==> config.mk <==
export PLATFORM = sky130hd
export DESIGN_NAME = ej32_trace_buf
export DESIGN_NICKNAME = d
export VERILOG_FILES = /design/src/rtl/ej32_trace_buf.sv
export SDC_FILE = /design/constraint.sdc
export NUM_CORES = 2
export LEC_CHECK = 0
export ABC_AREA = 0
export CORE_ASPECT_RATIO = 1.25
export CORE_MARGIN = 2
export CORE_UTILIZATION = 50
export CTS_BUF_LIST = sky130_fd_sc_hd__clkbuf_8 sky130_fd_sc_hd__clkbuf_16
export CTS_CLUSTER_DIAMETER = 150
export DETAILED_ROUTE_END_ITERATION = 16
export PLACE_DENSITY = 0.66
export SLEW_MARGIN = 10
export SYNTH_ARGS = -nofsm -noshare
export SYNTH_HDL_FRONTEND = slang
export SYNTH_MEMORY_MAX_BITS = 65536
export SYNTH_SLANG_ARGS = --single-unit
==> constraint.sdc <==
create_clock -name clk -period 11.6 [get_ports clk]
set_input_delay 2.32 -clock clk [delete_from_list [all_inputs] [get_ports clk]]
set_output_delay 2.32 -clock clk [all_outputs]
set_load 0.005 [all_outputs]
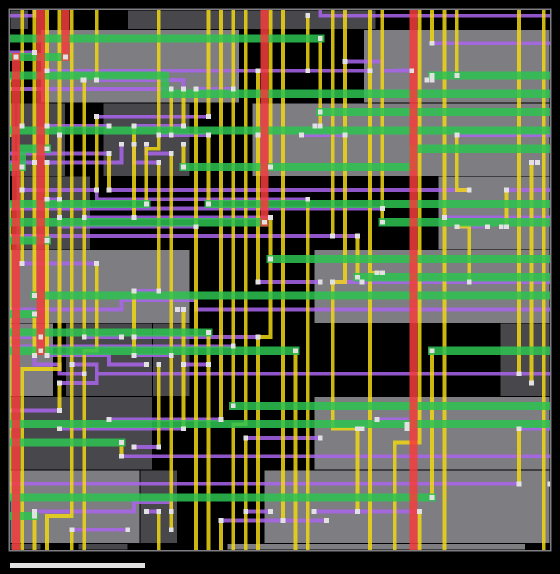
(layout detail)
Bar = 5 µm. Window x 256 to 276, y 454 to 474 µm. Cells in gray, sequential cells in the stronger gray; small squares are vias.
metal 4: shown in red. metal 3: shown in green. metal 1: shown in purple. metal 2: shown in yellow.
14 logic cells have their middle in the window. Sequential cells in the window: 7. Most frequent: edfxtp_1 (6), nand2_1 (2).

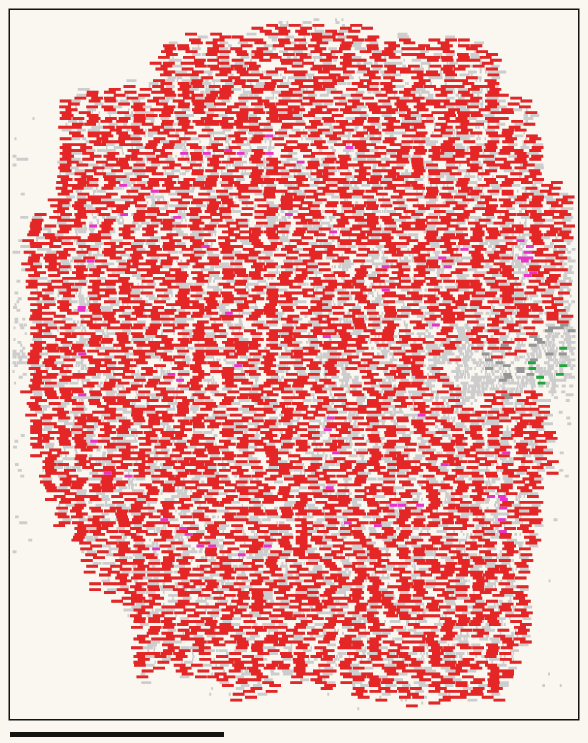
(sequential cells grouped by signal name)
Bar = 200 µm. Other sequential cells in the stronger gray, the rest of the logic in the fainter gray.
rd_data: shown in magenta, flops 69. mem: shown in red, flops 4416, where all over the die. count: shown in green, flops 7, where east.
Seq area share: 68.79%
final core utilization: 56.46%

==> flow_summary_export.csv <==
group,metric,value,unit
status,status,"finished, final reports clean",
timing,max-slew-margin-rel,11.64,%
die,die_w,531.3,µm
yosys,muxShareOfSynthArea,15.33,%
job,tool_warnings,52,
die,die_h,663.1,µm
worst_setup_path,worst_path_largest_cell_delay,1.11,ns
timing,hold_viol,0,
layout,nFillCells,25240,
power,top_power_group,"sequential cells",
layout,nets,8692,
grt,grt_pass1_wl,694700,µm
worst_setup_path,cp_common_cell,"buf_4",
layout,nonClockInverterCount,22,
worst_setup_path,crit_arrival,7.25,ns
place,port_buffers,180,
worst_setup_path,worstPathCellList,"clkdlybuf4s50_1 > o21ai_0 > nor2_1 > nand2_1 > nor2_4 > buf_4 > buf_4",
worst_setup_path,crit_path_end_kind,"flop",
power,powerDensity,170.7,nW/µm²
layout,clockBufferCount,456,
worst_setup_path,regToRegSetupSlack,6.32,ns
layout,syn2layout_area_growth,12.63,%
Power is estimated from default activity; no workload was simulated.
